### The metal 3 layer, run 1

(6 px per µm)
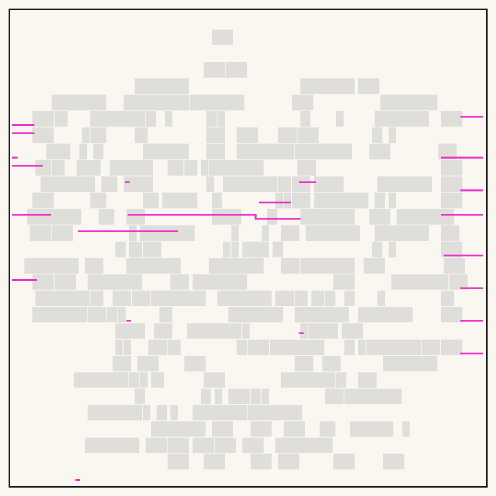
### Signal wires on met1, run 1

(3 px per µm) Supply wires on this layer in gray.
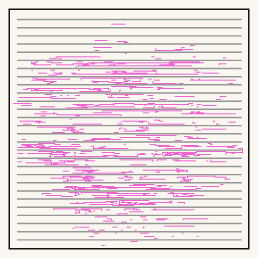
### Clock wiring as the flow saved it, run 1

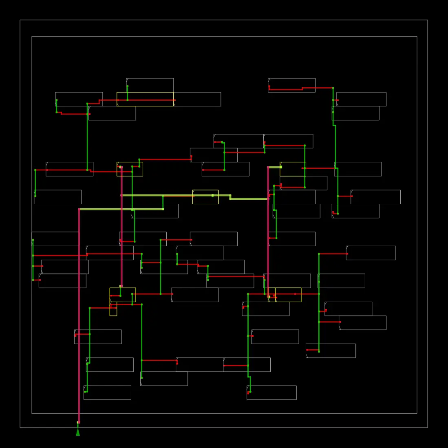
### Clock network drawn from the DEF, run 1

(4 px per µm)
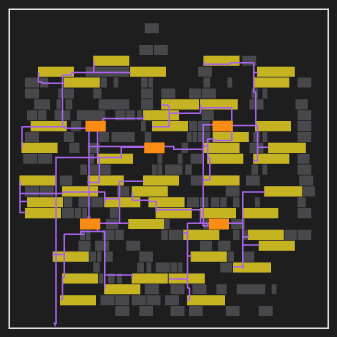
## config.mk

```make
export PLATFORM = sky130hd
export DESIGN_NAME = settings_readback
export DESIGN_NICKNAME = d
export VERILOG_FILES = /design/src/rtl/settings_readback.sv
export SDC_FILE = /design/constraint.sdc
export NUM_CORES = 1
export LEC_CHECK = 0
export CORE_MARGIN = 2
export CORE_UTILIZATION = 35
export CTS_CLUSTER_DIAMETER = 50
export DETAILED_ROUTE_END_ITERATION = 10
export SLEW_MARGIN = 30
export SYNTH_ARGS = -nofsm -noshare
export SYNTH_HDL_FRONTEND = slang
export SYNTH_SLANG_ARGS = --single-unit
```

## constraint.sdc

```tcl
create_clock -name CLK -period 2 [get_ports CLK]
set_clock_uncertainty 0.05 [all_clocks]
set_input_delay 0.3 -clock CLK [delete_from_list [all_inputs] [get_ports CLK]]
set_output_delay 0.3 -clock CLK [all_outputs]
set_load 0.05 [all_outputs]
```

## src/rtl/settings_readback.sv

```systemverilog
// Settings register readback: snapshots the live settings word or the
// read counter onto a 16-bit bus with a small request/acknowledge FSM.
module settings_readback (
   input  logic        CLK,
   input  logic        POR,
   input  logic        BACT,
   input  logic        SetCSRD,
   input  logic        A1,
   input  logic        SlowIACK,
   input  logic        SlowVIA,
   input  logic        SlowIWM,
   input  logic        SlowSCC,
   input  logic        SlowSCSI,
   input  logic        SlowSnd,
   input  logic        SlowClockGate,
   input  logic [3:0]  SlowTimeout,
   output logic [15:0] Dout,
   output logic        DoutOE,
   output logic        RdAck
);

   typedef enum logic [1:0] {
      IDLE    = 2'd0,
      CAPTURE = 2'd1,
      DRIVE   = 2'd2,
      HOLD    = 2'd3
   } state_t;

   localparam logic [10:0] PREV_RST = 11'h07F;

   state_t      state_q, state_d;
   logic        rdreq_q;
   logic [15:0] dout_q, dout_d;
   logic [15:0] RdCount_q, cnt_d;
   logic        changed_q, changed_d;
   logic [10:0] prev_q;
   logic [10:0] settings;
   logic [15:0] word0;
   logic        clr;

   assign settings = {SlowTimeout, SlowIACK, SlowVIA, SlowIWM,
                      SlowSCC, SlowSCSI, SlowSnd, SlowClockGate};
   assign word0    = {4'hA, settings, changed_q};

   assign Dout   = dout_q;
   assign DoutOE = (state_q == DRIVE) || (state_q == HOLD);
   assign RdAck  = (state_q == HOLD);

   // Next-state, snapshot, counter and change-flag logic.
   always_comb begin
      state_d = state_q;
      dout_d  = '0;
      cnt_d   = RdCount_q;
      clr     = 1'b0;
      unique case (state_q)
         IDLE: begin
            if (rdreq_q) state_d = CAPTURE;
         end
         CAPTURE: begin
            if (!BACT) begin
               state_d = IDLE;
            end else begin
               state_d = DRIVE;
               dout_d  = A1 ? RdCount_q : word0;
               cnt_d   = RdCount_q + 16'd1;
               clr     = !A1;
            end
         end
         DRIVE: begin
            state_d = HOLD;
            dout_d  = dout_q;
         end
         HOLD: begin
            if (!BACT) state_d = IDLE;
            else       dout_d  = dout_q;
         end
         default: state_d = IDLE;
      endcase
      // A fresh settings change outranks the clear from a word-0 read.
      if (settings != prev_q) changed_d = 1'b1;
      else if (clr)           changed_d = 1'b0;
      else                    changed_d = changed_q;
   end

   // State and datapath registers, all cleared asynchronously by POR.
   always_ff @(posedge CLK or posedge POR) begin
      if (POR) begin
         state_q   <= IDLE;
         rdreq_q   <= 1'b0;
         dout_q    <= '0;
         RdCount_q <= '0;
         changed_q <= 1'b0;
         prev_q    <= PREV_RST;
      end else begin
         state_q   <= state_d;
         rdreq_q   <= BACT && SetCSRD;
         dout_q    <= dout_d;
         RdCount_q <= cnt_d;
         changed_q <= changed_d;
         prev_q    <= settings;
      end
   end

endmodule
```

==> ci_impl_report.md, run 1 <==
## PnR job results

| Metric | Value |
|---|---|
| Avg Cell Area, Syn | `12.1 µm²` |
| Crit path kind | `register to primary output` |
| Cell Area, Synth | `0.00199 mm²` |
| CTS root buffer | `clkbuf_8` |
| H-tree levels | `2` |
| CP max stage delay | `0.83 ns` |
| Flops after synth | `47` |
| Post-DRT Antenna Nets | `0` |
| Critical path arrival | `1.55 ns` |
| Worst VDD drop | `0.987 mV` |
| Drt via density | `4.64` |
| CTS Buffer Depth | `2` |
| Die height | `79.3 µm` |
| CP Capture Type | `primary output` |
| Endpoints failing hold | `0` |
| Hold-fix buffers, CTS | `0` |
| Slowest cell on the critical path | `clkdlybuf4s50_1` |
| RSZ-0062 raised after global routing | `no` |
| Outcome | `finished clean` |
| Pin count of the biggest net entering global routing | `32` |
| Gp weighted congestion | `0.721` |
| Total I/O pin count | `34` |
| Antenna violations before repair | `0` |
| Hpwl dp | `2850 µm` |
| First-pass GRT wire length | `6520 µm` |
| Count of maximum capacitance violations | `0` |
| Layout cell share with drive strength beyond 1 | `13.6%` |
| Crit path buffers/inverters | `1` |
| Least-Margin Pin Slew | `0.498 ns` |
| Fin crit period | `1.90 ns` |
| Slew HR | `66.7%` |
| Fmax | `527 MHz` |
| Port Buf Inserts | `33` |
| Initial DRC Count | `35` |
| Power Dens Cells | `1110 mW/mm²` |
| Leakage dissipation | `1.15 nW` |
| Final setup violation count | `0` |
| Data required, critical path | `1.65 ns` |
| Log Warnings | `26` |
| Hold WC Path Type | `primary input to asynchronous set/reset pin` |
| Finished Layout Cells | `278` |
| Rows | `27` |
| Layout area overhead | `28.2%` |
| DRT Pass-1 Iters | `4` |
| Post-CTS Setup Inserts | `0` |
| Cts repair resizes | `0` |
| Crit path max-delay family | `buffers and inverters` |
| Clk slew on worst S/H paths | `0.08 ns` |
| Final Util | `46.3%` |
| # DRC | `0` |
| CTS tree | `done` |
| Mapped Nets | `181` |
| Crit start category | `register` |
| Core area | `0.00551 mm²` |
| Die width | `79.3 µm` |
| Vias in the first global route | `1302` |
| Placed insts | `270` |
| Post-Synthesis Cells | `164` |
| Die area | `0.00630 mm²` |
| Grt total ovfl | `0` |
| Max Slew Vio Count | `0` |
| Core Util at FP | `36.1%` |
| Total Routing Usage GR | `13.8%` |
| Ant diodes | `0` |
| Yosys warnings | `0` |
| Cell total in the yosys stat output | `164` |
| Cell Type Count | `28` |
| Yosys chip area | `0.00199 mm²` |
| Worst-path cell chain | `clkdlybuf4s50_1` |
| Final net count | `222` |
| TNS Setup | `0 ns` |
| Routed len/inst | `13.8 µm` |
| Post-synth seq share | `59.6%` |
| Final worst-path cycle share | `94.8%` |
| CP Max Fanout | `6` |
Notes on 'The metal 3 layer' above:
main direction	horizontal
longest straight run	21.2 µm
share of all routed wire	3.0%
DR vias: 1291
Post-Route WL: 3830 µm

Notes on 'Signal wires on met1' above:
longest straight run	41.9 µm
wire length on this layer	1870 µm
nets with wire on the layer	197
met1 Usage GRT: 18.8%

Notes on 'Clock wiring as the flow saved it' above:
clock sinks: 47
flop count: 47
clock buffers: 7
CTS buffer count: 5

Notes on 'Clock network drawn from the DEF' above:
[orange] cells driving clock nets | count: 5
[yellow] flip-flops | count: 47
[purple] clock wires | length: 579 µm
flops lie	spread over the die
routed clock nets	6
worst skew pair latency: 0.30 ns
power in the clock group: 683 µW
Clock power frac: 24.2%

## run 1: cell usage after synthesis
library cell | instances | area (µm²)
or2_2 | 1 | 6.26
o21ai_0 | 15 | 75.1
xnor2_1 | 11 | 96.3
nand3_1 | 5 | 25.0
and4_1 | 1 | 8.76
inv_1 | 4 | 15.0
ha_1 | 1 | 12.5
dfrtp_1 | 40 | 1000
xor2_1 | 15 | 131
clkbuf_1 | 1 | 3.75
nor3_1 | 2 | 10.0
buf_2 | 5 | 25.0
a21o_1 | 1 | 7.51
nand4_1 | 3 | 18.8
nand2_1 | 22 | 82.6
nor4_1 | 2 | 12.5
and3_1 | 3 | 18.8
nor2b_1 | 2 | 12.5
mux2_2 | 1 | 11.3
nand3b_4 | 1 | 20.0
and2_1 | 2 | 12.5
nor2_1 | 2 | 7.51
a32o_1 | 2 | 20.0
nor3_4 | 1 | 16.3
a21boi_2 | 1 | 11.3
nor4_4 | 1 | 21.3
dfstp_2 | 7 | 184
mux2i_1 | 12 | 120
## run 1: final cells by class
class                      count  area, µm²
clock buffer                   7       76.3
fill                         519       2960
tap                           72       90.1
timing repair buffer          40        393
inverter                       4       15.0
multi-input combinational    107        758
sequential                    47       1180
clock inverter                 1       30.0
## run 1: kinds of logic (layout without fill, tap and decap cells)
logic type / Yosys count / in the layout / synth area share (%)
AND-OR/OR-AND: 19 / 19 / 5.73
AND/OR/NAND/NOR: 48 / 48 / 13.7
XOR/XNOR: 26 / 26 / 11.5
buffers and inverters: 10 / 52 / 2.20
adder cells (fa/ha/maj): 1 / 1 / 0.630
multiplexers: 13 / 13 / 6.61
flip-flops: 47 / 47 / 59.6
## run 1: metal layers
metal  vias up  track usage, %  part of all wire, %
li1        633               -                    -
met5         -               0                    0
met4         0            7.24                  2.3
met2        23            20.9                   46
met3         8            2.73                  2.9
met1       627            18.8                   49
## run 1: power breakdown
part,internal (mW),leakage (nW),switching [mW]
Combinational,0.351,0.504,0.574
Sequential,1.10,0.598,0.126
Clock,0.374,0.0524,0.309
## run 1: path summary, 6_finish.rpt
check                          from      endpoint  slack [ns]  cells after the start
max reg2reg                register  RdCount_q[9]        0.46                      4
max in group asynchronous       POR     prev_q[5]        1.11                      3
min in group CLK            rdreq_q    state_q[0]        0.41                      1
max                        register        DoutOE        0.10                      1
min                             POR     prev_q[9]        0.24                      2
min reg2reg                 rdreq_q    state_q[0]        0.41                      1
## run 1: through the flow
stage	cell area, µm²	total power, mW	worst slack [ns]	hold slack (ns)
floorplan	1990	1.83	0.545	0.254
global placement	2440	2.17	0.136	0.383
detailed placement	2440	2.18	0.0652	0.395
CTS	2550	2.87	0.0879	0.247
global route	2550	2.99	0.0232	0.260
finish	2550	2.83	0.104	0.237
## run 1: layout by cell type (no fill, tap or decap), drive strengths merged
cell type,instances
mux2i,12
nor2b,2
nand3b,1
and4,1
ha,1
nor4,3
inv,4
nand4,3
dfrtp,40
o21ai,15
clkbuf,7
nand3,5
buf,8
mux2,1
bufinv,1
xor2,15
and3,3
dfstp,7
nor2,2
nand2,22
a21boi,1
a21o,1
or2,1
a32o,2
clkdlybuf4s50,32
and2,2
xnor2,11
nor3,3
==> run 2, diff against run 1 <==
- TNS_END_PERCENT: unset -> 10
==> run 2 against run 1 <==
Against the previous run: maximum frequency unchanged; sequential power about the same; hold slack unchanged; first-iteration DRC count unchanged; non-clock buffer count unchanged; combinational power about the same; utilization unchanged; critical path depth unchanged; highest routed layer unchanged.
==> ci_impl_report.md, run 2 <==
## PnR job results

| Metric | Value |
|---|---|
| Vias in the first global route | `1302` |
| Port Buf Inserts | `33` |
| Slew HR | `66.7%` |
| CTS root buffer | `clkbuf_8` |
| MI comb area | `758 µm²` |
| Post-DRT Antenna Nets | `0` |
| FF-to-FF path depth | `4` |
| Total I/O pin count | `34` |
| CP max stage delay | `0.83 ns` |
| Cell Area, Synth | `0.00199 mm²` |
| Pin count of the biggest net entering global routing | `32` |
| Cells taking the most area after synthesis | `dfrtp_1 50%, dfstp_2 9.3%, xor2_1 6.6%, mux2i_1 6.0%, xnor2_1 4.8%` |
| Design area | `0.00255 mm²` |
| Layout area overhead | `28.2%` |
| First-pass GRT wire length | `6520 µm` |
| DP Area | `0.00244 mm²` |
| Hold-fix buffers, CTS | `0` |
| Outcome | `finished clean` |
| Max Slew Vio Count | `0` |
| Clk slew on worst S/H paths | `0.08 ns` |
| Leading area contributor after synthesis | `dfrtp_1` |
| Most numerous logic cells after layout | `40 x dfrtp_1, 32 x clkdlybuf4s50_1, 22 x nand2_1` |
| Hold WC Path Type | `primary input to asynchronous set/reset pin` |
| Post-CTS Setup Inserts | `0` |
| Reg-to-Reg End | `RdCount_q[9]` |
| Core Util at FP | `36.1%` |
| Yosys chip area | `0.00199 mm²` |
| Most frequent cell after synthesis | `dfrtp_1` |
| Mapped Nets | `181` |
| Worst skew pair latency | `0.30 ns` |
| Final net count | `222` |
| Filler Cell Count | `519` |
| Cts repair resizes | `0` |
| Layout cell share with drive strength beyond 1 | `13.6%` |
| H-tree levels | `2` |
| Least-Margin Pin Slew | `0.498 ns` |
| Final hold slack | `0.237 ns` |
| Commonest cells in the netlist | `40 x dfrtp_1, 22 x nand2_1, 15 x o21ai_0, 15 x xor2_1, 12 x mux2i_1` |
| Worst VDD drop | `0.987 mV` |
| Fin crit period | `1.90 ns` |
| Initial DRC Count | `35` |
| Fmax | `527 MHz` |
| CTS Buffer Depth | `2` |
| Clock sinks | `47` |
| Routed len/inst | `13.8 µm` |
| CP Max Fanout | `6` |
| DR vias | `1291` |
| Finished Layout Cells | `278` |
| Drt via density | `4.64` |
| Antenna violations before repair | `0` |
| Crit start category | `register` |
| Endpoints failing hold | `0` |
| CTS buffer count | `5` |
| Crit path kind | `register to primary output` |
| Die area | `0.00630 mm²` |
| Post-synth seq share | `59.6%` |
| Post-Route WL | `3830 µm` |
| Crit path buffers/inverters | `1` |
| Grt total ovfl | `0` |
| Register area | `0.00118 mm²` |
| Post-Synthesis Cells | `164` |
| Yosys warnings | `0` |
| Flops after synth | `47` |
| Placed insts | `270` |
| Data required, critical path | `1.65 ns` |
| Max-area cell share | `50.4%` |
| Final worst-path cycle share | `94.8%` |
| TNS Setup | `0 ns` |
| Gp weighted congestion | `0.721` |
| Log Warnings | `26` |
| Ant diodes | `0` |
| Cell Type Count | `28` |
| Primary FF master, synth | `dfrtp_1` |
| Final setup violation count | `0` |
==> run 2: cell counts in the layout (fill, tap and decap cells not counted) <==
No cell type changed its count.
==> run 2: cell type report <==
type / count / area share (%)
tap: 72 / 3.54
inverter: 4 / 0.589
clock buffer: 7 / 3.00
timing repair buffer: 40 / 15.4
multi-input combinational: 107 / 29.8
clock inverter: 1 / 1.18
sequential: 47 / 46.5
==> run 2: worst max-delay path by stage <==
stage / to / cells after the start / startpoint
after floorplan: Dout[0] / 1 / POR
after global placement: RdCount_q[9] / 5 / BACT
after detailed placement: RdCount_q[9] / 5 / BACT
after CTS: DoutOE / 1 / register
after global routing: DoutOE / 1 / register
final: DoutOE / 1 / register
==> run 2: routing by layer <==
layer	vias up	routed length [µm]	track usage [%]
met5	-	0	0
met1	627	1870	18.8
li1	633	-	-
met2	23	1760	20.9
met4	0	89	7.24
met3	8	113	2.73
==> run 2: worst register-to-register path, cell delays in order, from the launching register on <==
cell      delay (ns)
dfrtp_1         0.43
nand3b_4        0.22
nor4_4          0.41
and3_1          0.23
xor2_1          0.14
==> run 2: kinds of logic after synthesis <==
logic type               after synthesis  share of synthesized area, %
buffers and inverters                 10                          2.20
flip-flops                            47                          59.6
multiplexers                          13                          6.61
AND-OR/OR-AND                         19                          5.73
AND/OR/NAND/NOR                       48                          13.7
XOR/XNOR                              26                          11.5
adder cells (fa/ha/maj)                1                         0.630
==> run 2: metrics by stage <==
step	setup slack [ns]	total power [mW]
CTS	0.0879	2.87
floorplan	0.545	1.83
finish	0.104	2.83
global route	0.0232	2.99
global placement	0.136	2.17
detailed placement	0.0652	2.18
==> run 2: report_power, final <==
| part | total [mW] | leakage (nW) | internal [mW] | switching [mW] |
|---|---|---|---|---|
| Clock | 0.683 | 0.0524 | 0.374 | 0.309 |
| Combinational | 0.925 | 0.504 | 0.351 | 0.574 |
| Sequential | 1.22 | 0.598 | 1.10 | 0.126 |
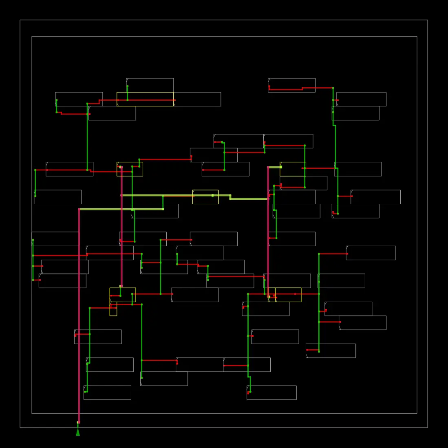
*Clock wiring as the flow saved it, run 2*

Power is estimated from default activity; no workload was simulated.
